==> src/rtl/frame_align_param_pkg.sv <==
// Shared types and defaults for the frame aligner.
package frame_align_pkg;

    typedef enum logic [1:0] {
        SEARCH = 2'd0,
        VERIFY = 2'd1,
        LOCKED = 2'd2
    } fa_state_e;

    localparam int          DEF_DATA_W        = 8;
    localparam int          DEF_HDR_BYTES     = 2;
    localparam int          DEF_PAYLOAD_BYTES = 10;
    localparam int          DEF_LOCK_CNT      = 3;
    localparam int          DEF_UNLOCK_MISS   = 4;
    localparam logic [15:0] DEF_HDR_A         = 16'hAFAA;
    localparam logic [15:0] DEF_HDR_B         = 16'hBA55;

    // Header type from the two match flags; A wins when both patterns match.
    function automatic logic sel_hdr_type(input logic match_a, input logic match_b);
        return !match_a && match_b;
    endfunction

endpackage

==> src/rtl/frame_align_param_if.sv <==
// Receive-side stream and aligner status bundle.
interface frame_align_param_if #(
    parameter int DATA_W = 8,
    parameter int POS_W  = 4
);
    logic              rx_valid;
    logic [DATA_W-1:0] rx_data;
    logic              frame_detect;
    logic [POS_W-1:0]  fr_byte_position;
    logic              hdr_type;

    modport master (output rx_valid, rx_data,
                    input  frame_detect, fr_byte_position, hdr_type);
    modport slave  (input  rx_valid, rx_data,
                    output frame_detect, fr_byte_position, hdr_type);
endinterface

==> src/rtl/frame_align_param_matcher.sv <==
// Header matcher: the window is the previous HDR_BYTES-1 accepted symbols plus
// the symbol currently on the bus, so a match is seen on the accepting cycle.
module frame_hdr_matcher #(
    parameter int                           DATA_W    = 8,
    parameter int                           HDR_BYTES = 2,
    parameter logic [HDR_BYTES*DATA_W-1:0]  HDR_A     = 16'hAFAA,
    parameter logic [HDR_BYTES*DATA_W-1:0]  HDR_B     = 16'hBA55
) (
    input  logic              clk,
    input  logic              reset,
    input  logic              shift_en_i,
    input  logic              clr_i,
    input  logic [DATA_W-1:0] data_i,
    output logic              match_a_o,
    output logic              match_b_o
);
    logic [HDR_BYTES*DATA_W-1:0] window;

    if (HDR_BYTES == 1) begin : g_one
        assign window = data_i;
    end else begin : g_sh
        logic [(HDR_BYTES-1)*DATA_W-1:0] shreg_q;

        assign window = {shreg_q, data_i};

        // History of accepted symbols; wiped when the aligner falls back to search.
        always_ff @(posedge clk or negedge reset) begin
            if (!reset)          shreg_q <= '0;
            else if (clr_i)      shreg_q <= '0;
            else if (shift_en_i) shreg_q <= window[(HDR_BYTES-1)*DATA_W-1:0];
        end
    end

    assign match_a_o = (window == HDR_A);
    assign match_b_o = (window == HDR_B);
endmodule

==> src/rtl/frame_align_param.sv <==
// Frame aligner: search / verify / locked FSM with flywheel position counter.
// Optional statistics counters are built when FRAME_ALIGN_STATS_EN is defined.
module frame_align_param
    import frame_align_pkg::*;
#(
    parameter int                           DATA_W        = DEF_DATA_W,
    parameter int                           HDR_BYTES     = DEF_HDR_BYTES,
    parameter int                           PAYLOAD_BYTES = DEF_PAYLOAD_BYTES,
    parameter int                           LOCK_CNT      = DEF_LOCK_CNT,
    parameter int                           UNLOCK_MISS   = DEF_UNLOCK_MISS,
    parameter logic [HDR_BYTES*DATA_W-1:0]  HDR_A         = DEF_HDR_A,
    parameter logic [HDR_BYTES*DATA_W-1:0]  HDR_B         = DEF_HDR_B
) (
    input  logic               clk,
    input  logic               reset,
    frame_align_param_if.slave bus
`ifdef FRAME_ALIGN_STATS_EN
   ,input  logic               stats_clr,
    output logic [15:0]        frame_cnt,
    output logic [7:0]         sync_loss_cnt
`endif
);
    localparam int FRAME_LEN = HDR_BYTES + PAYLOAD_BYTES;
    localparam int POS_W     = $clog2(FRAME_LEN);
    localparam int GOOD_W    = $clog2(LOCK_CNT + 1);
    localparam int MISS_W    = $clog2(UNLOCK_MISS + 1);
    localparam logic [POS_W-1:0] HDR_LAST = POS_W'(HDR_BYTES - 1);
    localparam logic [POS_W-1:0] POS_MAX  = POS_W'(FRAME_LEN - 1);

    fa_state_e          state_q, state_d;
    logic [POS_W-1:0]   pos_q, pos_d, pos_inc;
    logic [GOOD_W-1:0]  good_q, good_d;
    logic [MISS_W-1:0]  miss_q, miss_d;
    logic               ht_q, ht_d;
    logic               accept, match_a, match_b, hit, chk_slot, clr;

    assign accept   = bus.rx_valid;
    assign hit      = match_a | match_b;
    assign pos_inc  = (pos_q == POS_MAX) ? '0 : pos_q + 1'b1;
    assign chk_slot = (pos_inc == HDR_LAST);
    assign clr      = accept && (state_d == SEARCH) && (state_q != SEARCH);

    frame_hdr_matcher #(
        .DATA_W(DATA_W), .HDR_BYTES(HDR_BYTES), .HDR_A(HDR_A), .HDR_B(HDR_B)
    ) u_match (
        .clk(clk), .reset(reset), .shift_en_i(accept), .clr_i(clr),
        .data_i(bus.rx_data), .match_a_o(match_a), .match_b_o(match_b)
    );

    // State and counter registers; everything holds while rx_valid is low.
    always_ff @(posedge clk or negedge reset) begin
        if (!reset) begin
            state_q <= SEARCH;
            pos_q   <= '0;
            good_q  <= '0;
            miss_q  <= '0;
            ht_q    <= 1'b0;
        end else begin
            state_q <= state_d;
            pos_q   <= pos_d;
            good_q  <= good_d;
            miss_q  <= miss_d;
            ht_q    <= ht_d;
        end
    end

    // Next state: headers are only examined at the header slot once aligned.
    always_comb begin
        state_d = state_q;
        pos_d   = pos_q;
        good_d  = good_q;
        miss_d  = miss_q;
        ht_d    = ht_q;
        if (accept) begin
            case (state_q)
                SEARCH: begin
                    if (hit) begin
                        good_d  = GOOD_W'(1);
                        miss_d  = '0;
                        pos_d   = HDR_LAST;
                        ht_d    = sel_hdr_type(match_a, match_b);
                        state_d = (LOCK_CNT == 1) ? LOCKED : VERIFY;
                    end else begin
                        pos_d = '0;
                    end
                end
                VERIFY: begin
                    pos_d = pos_inc;
                    if (chk_slot) begin
                        if (hit) begin
                            ht_d = sel_hdr_type(match_a, match_b);
                            if (good_q == GOOD_W'(LOCK_CNT - 1)) begin
                                good_d  = GOOD_W'(LOCK_CNT);
                                miss_d  = '0;
                                state_d = LOCKED;
                            end else begin
                                good_d = good_q + GOOD_W'(1);
                            end
                        end else begin
                            state_d = SEARCH;
                            pos_d   = '0;
                            good_d  = '0;
                        end
                    end
                end
                LOCKED: begin
                    pos_d = pos_inc;
                    if (chk_slot) begin
                        if (hit) begin
                            miss_d = '0;
                            ht_d   = sel_hdr_type(match_a, match_b);
                        end else if (miss_q == MISS_W'(UNLOCK_MISS - 1)) begin
                            state_d = SEARCH;
                            pos_d   = '0;
                            good_d  = '0;
                            miss_d  = '0;
                        end else begin
                            miss_d = miss_q + MISS_W'(1);
                        end
                    end
                end
                default: begin
                    state_d = SEARCH;
                    pos_d   = '0;
                    good_d  = '0;
                    miss_d  = '0;
                end
            endcase
        end
    end

    // Outputs straight from registers.
    always_comb begin
        bus.frame_detect     = (state_q == LOCKED);
        bus.fr_byte_position = pos_q;
        bus.hdr_type         = ht_q;
    end

`ifdef FRAME_ALIGN_STATS_EN
    logic        good_locked, lost_lock;
    logic [15:0] fcnt_q;
    logic [7:0]  slcnt_q;

    assign good_locked   = accept && (state_q == LOCKED) && chk_slot && hit;
    assign lost_lock     = accept && (state_q == LOCKED) && (state_d == SEARCH);
    assign frame_cnt     = fcnt_q;
    assign sync_loss_cnt = slcnt_q;

    // Saturating statistics; clear beats a same-cycle increment.
    always_ff @(posedge clk or negedge reset) begin
        if (!reset) begin
            fcnt_q  <= '0;
            slcnt_q <= '0;
        end else if (stats_clr) begin
            fcnt_q  <= '0;
            slcnt_q <= '0;
        end else begin
            if (good_locked && fcnt_q != 16'hFFFF) fcnt_q  <= fcnt_q + 16'd1;
            if (lost_lock && slcnt_q != 8'hFF)     slcnt_q <= slcnt_q + 8'd1;
        end
    end
`endif
endmodule

==> src/flat_wrapper.sv <==
// flat-port wrapper written by rule: the top's interface ports become plain ports
module frame_align_param_flat import frame_align_pkg::*;
#(
    parameter int                           DATA_W        = DEF_DATA_W,
    parameter int                           HDR_BYTES     = DEF_HDR_BYTES,
    parameter int                           PAYLOAD_BYTES = DEF_PAYLOAD_BYTES,
    parameter int                           LOCK_CNT      = DEF_LOCK_CNT,
    parameter int                           UNLOCK_MISS   = DEF_UNLOCK_MISS,
    parameter logic [HDR_BYTES*DATA_W-1:0]  HDR_A         = DEF_HDR_A,
    parameter logic [HDR_BYTES*DATA_W-1:0]  HDR_B         = DEF_HDR_B
)
  (clk, reset, bus_rx_valid, bus_rx_data, bus_frame_detect, bus_fr_byte_position, bus_hdr_type);
  frame_align_param_if #(.DATA_W(DATA_W), .POS_W(4)) bus_i ();
  input  logic clk;
  input  logic reset;
  input wire logic [$bits(bus_i.rx_valid)-1:0] bus_rx_valid;
  input wire logic [$bits(bus_i.rx_data)-1:0] bus_rx_data;
  output wire logic [$bits(bus_i.frame_detect)-1:0] bus_frame_detect;
  output wire logic [$bits(bus_i.fr_byte_position)-1:0] bus_fr_byte_position;
  output wire logic [$bits(bus_i.hdr_type)-1:0] bus_hdr_type;
  assign bus_i.rx_valid = bus_rx_valid;
  assign bus_i.rx_data = bus_rx_data;
  assign bus_frame_detect = bus_i.frame_detect;
  assign bus_fr_byte_position = bus_i.fr_byte_position;
  assign bus_hdr_type = bus_i.hdr_type;
  frame_align_param #(.DATA_W(DATA_W), .HDR_BYTES(HDR_BYTES), .PAYLOAD_BYTES(PAYLOAD_BYTES), .LOCK_CNT(LOCK_CNT), .UNLOCK_MISS(UNLOCK_MISS), .HDR_A(HDR_A), .HDR_B(HDR_B)) u_core (.clk(clk), .reset(reset), .bus(bus_i));
endmodule
==> config.mk <==
export PLATFORM = sky130hd
export DESIGN_NAME = frame_align_param_flat
export DESIGN_NICKNAME = d
export VERILOG_FILES = /design/src/rtl/frame_align_param_pkg.sv /design/src/rtl/frame_align_param_if.sv /design/src/rtl/frame_align_param_matcher.sv /design/src/rtl/frame_align_param.sv /design/src/flat_wrapper.sv
export SDC_FILE = /design/constraint.sdc
export NUM_CORES = 1
export LEC_CHECK = 0
export CORE_ASPECT_RATIO = 2
export CORE_MARGIN = 1
export CORE_UTILIZATION = 47
export CTS_BUF_LIST = sky130_fd_sc_hd__clkbuf_4 sky130_fd_sc_hd__clkbuf_8 sky130_fd_sc_hd__clkbuf_16
export CTS_CLUSTER_SIZE = 14
export DETAILED_ROUTE_END_ITERATION = 10
export GPL_TIMING_DRIVEN = 0
export PLACE_DENSITY = 0.78
export SKIP_LAST_GASP = 1
export SYNTH_ARGS = -nofsm -noshare
export SYNTH_HDL_FRONTEND = slang
export SYNTH_SLANG_ARGS = --single-unit
==> constraint.sdc <==
create_clock -name clk -period 6.1 [get_ports clk]
set_input_delay 1.22 -clock clk [delete_from_list [all_inputs] [get_ports clk]]
set_output_delay 1.22 -clock clk [all_outputs]
set_load 0.005 [all_outputs]
Metal 1:
The bar under the picture is 10 um long.
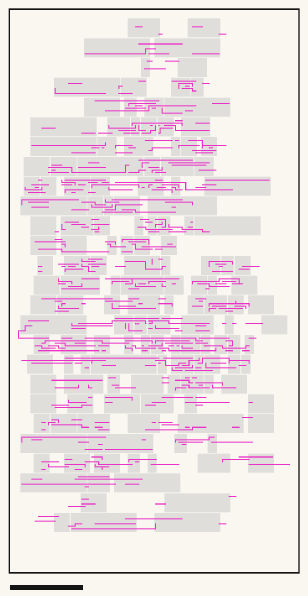
The layer carries 1,070 um of wire. 148 nets have wire on it. The layer holds 33% of the routed length. The wires run mostly horizontal. The longest straight run is 15.2 um.

Met2 routing:
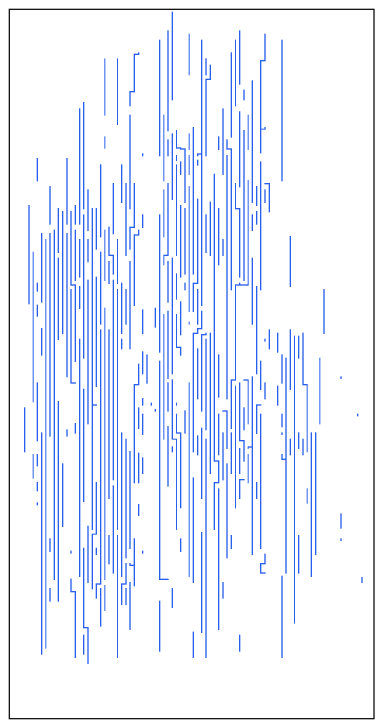
The longest straight run is 44.5 um. The wires run mostly vertical.

==> reports/metrics.yaml <==
synthesis:
  postSynthRegisterBits: 20
  synthDominantCellAreaShare_pct: 37.59
  yosysWarnings: 0
  ys_dominant_reg_cell: "dfrtp_1"
  synthTopCellsByArea: "dfrtp_1 (38%), ha_1 (7.5%), mux2i_1 (7.5%), a31oi_1 (4.2%), o21ai_0 (3.0%)"
  synth_chip_area_sq_mm: 0.001331
  aoi_share_pct: 22.56
  synth-edff-count: 0
  postSynthNetCount: 152
placed_design:
  count_of_input_and_output_buffers: 15
  post-dp-hpwl_um: 2516
clock_tree:
  numCtsBuffers: 3
  insertion_delay_to_the_later_sink_of_the_worst_skew_pair_ns: 0.27
cells_and_area:
  combGateArea_sq_um: 770.7
  buf_share_pct: 11.08
  flops: 20
  n_fill_cell: 261
  comb-cell-share_pct: 49.44
  layout-drive-gt1-share_pct: 5.960
  final-clk-cell-share_pct: 2.648
  multi_input_comb_cells: 99
  n_antenna_cell: 0
detailed_routing:
  post-route-drc-count: 0
  pre_antenna_drt_iters: 4
power_and_ir_drop:
  total_leakage_power_nw: 0.6661
  irDropWorstVdd_uv: 166.9
min_path:
  min_delay_worst_endpoint: "u_core.miss_q[1]$_DFFE_PN0P_"
setup_path:
  critical_path_cell_count: 8
  reg2reg_setup_slack_ns: 3.56
  crit_chain: "clkdlybuf4s50_1 > nor4b_2 > nand4_1 > and2_1 > buf_6 > a221o_1 > a221oi_4 > mux2_1"
  timing.critical_path.from: "bus_rx_data[1]"
  crit_path_max_fanout: 7
  endpoint_kind: "register"
  required_ns: 6.25
  timing.reg2reg.worst_path_depth: 7
  crit_path_max_incr_delay_ns: 0.45
run:
  warning_count: 30
global_route:
  grt_use_met2_pct: 46.39
  overflow: 0
  number_of_antenna_violations_at_the_first_check_in_global_routing: 0
  grt_busiest_layer: "met2"
sta:
  final_hold_viol_count: 0
  relSlewSlack_pct: 35.14
  timing_max_transition_violations_final: 0
  skew_ns: 0.002556
  max_clock_freq_ghz: 0.2972
  worst_slew_pin_slew_ns: 0.9698
  holdWs_ns: 0.4991
  setup_repair_after_global_routing_missed_its_margin: "no"
floorplan:
  floorplan.die.width_um: 39.64
  dieHeight_um: 77.27
  num_io_pins: 17
run_status:
  outcome: "finished, final reports clean"
Signal wires on met3:
The bar under the picture is 10 um long.
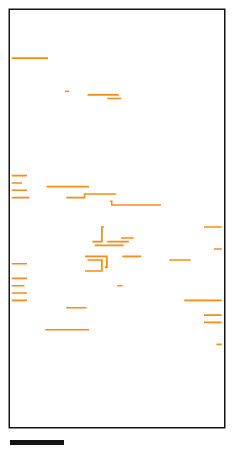
28 nets have wire on it. The longest straight run is 9.00 um.
met3 track demand over resource in global routing: 3.757%
final wirelength: 3196 um
routed via count: 1,162

Drive-strength map:
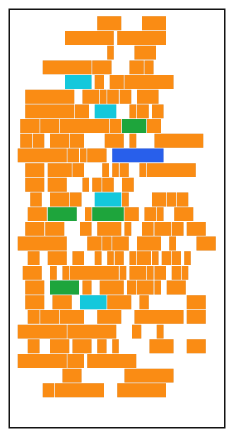
Key: green = _2 cells [cells 4, share 2.6%]; cyan = _6 and larger [cells 4, share 2.6%]; orange = _0 and _1 cells [cells 142, share 94%]; blue = _3 and _4 cells [cells 1, share 0.66%]

[sequential cells by signal, summed over array words and instances, names as in the netlist]
name                         cells
u_core.bus.hdr_type              1
u_core.miss_q                    3
u_core.good_q                    2
u_core.bus.fr_byte_position      4
u_core.state_q                   2
u_core.u_match.g_sh.shreg_q      8
[cells in the final DEF (no fill, tap or decap), drive strengths merged, types with 2 or more instances in the layout]
| cell type | instances |
|---|---|
| dfrtp | 20 |
| clkdlybuf4s50 | 15 |
| inv | 10 |
| mux2i | 10 |
| a31oi | 10 |
| nand2 | 9 |
| o21ai | 9 |
| ha | 8 |
| nand2b | 5 |
| nor2 | 5 |
| clkbuf | 5 |
| a21oi | 4 |
| and4b | 3 |
| o22ai | 3 |
| o31ai | 3 |
| nor2b | 2 |
| nor4b | 2 |
| and4bb | 2 |
| nand4 | 2 |
| o41ai | 2 |
| mux2 | 2 |
| buf | 2 |
[report_power, final]
part	internal [W]	total (W)	switching [W]
registers	0.000156	0.000177	0.0000207
logic	0.0000561	0.000132	0.0000764
clock network	0.0000442	0.0000904	0.0000462
total	0.000257	0.000400	0.000143
[layer usage]
metal  up-vias  wire [um]
li1        543          -
met1       569       1066
met2        43       1927
met3         7        128
met4         0         72
met5         -          0
[through the flow]
step / utilization (%) / total power, W / instances / setup slack, ns / area [sq um]
4_1_cts: 57.69 / 0.0003978 / 180 / 2.750 / 1559
2_1_floorplan: - / 0.0002634 / 133 / 3.143 / 1331
3_5_place_dp: 56.16 / 0.0003105 / 177 / 2.474 / 1518
5_1_grt: 57.69 / 0.0004214 / 180 / 2.611 / 1559
6_report: 57.69 / 0.0003999 / 180 / 2.735 / 1559
3_3_place_gp: 56.16 / 0.0003010 / 177 / 2.533 / 1518
No activity file was given, so power comes from the tool's default toggle rates.
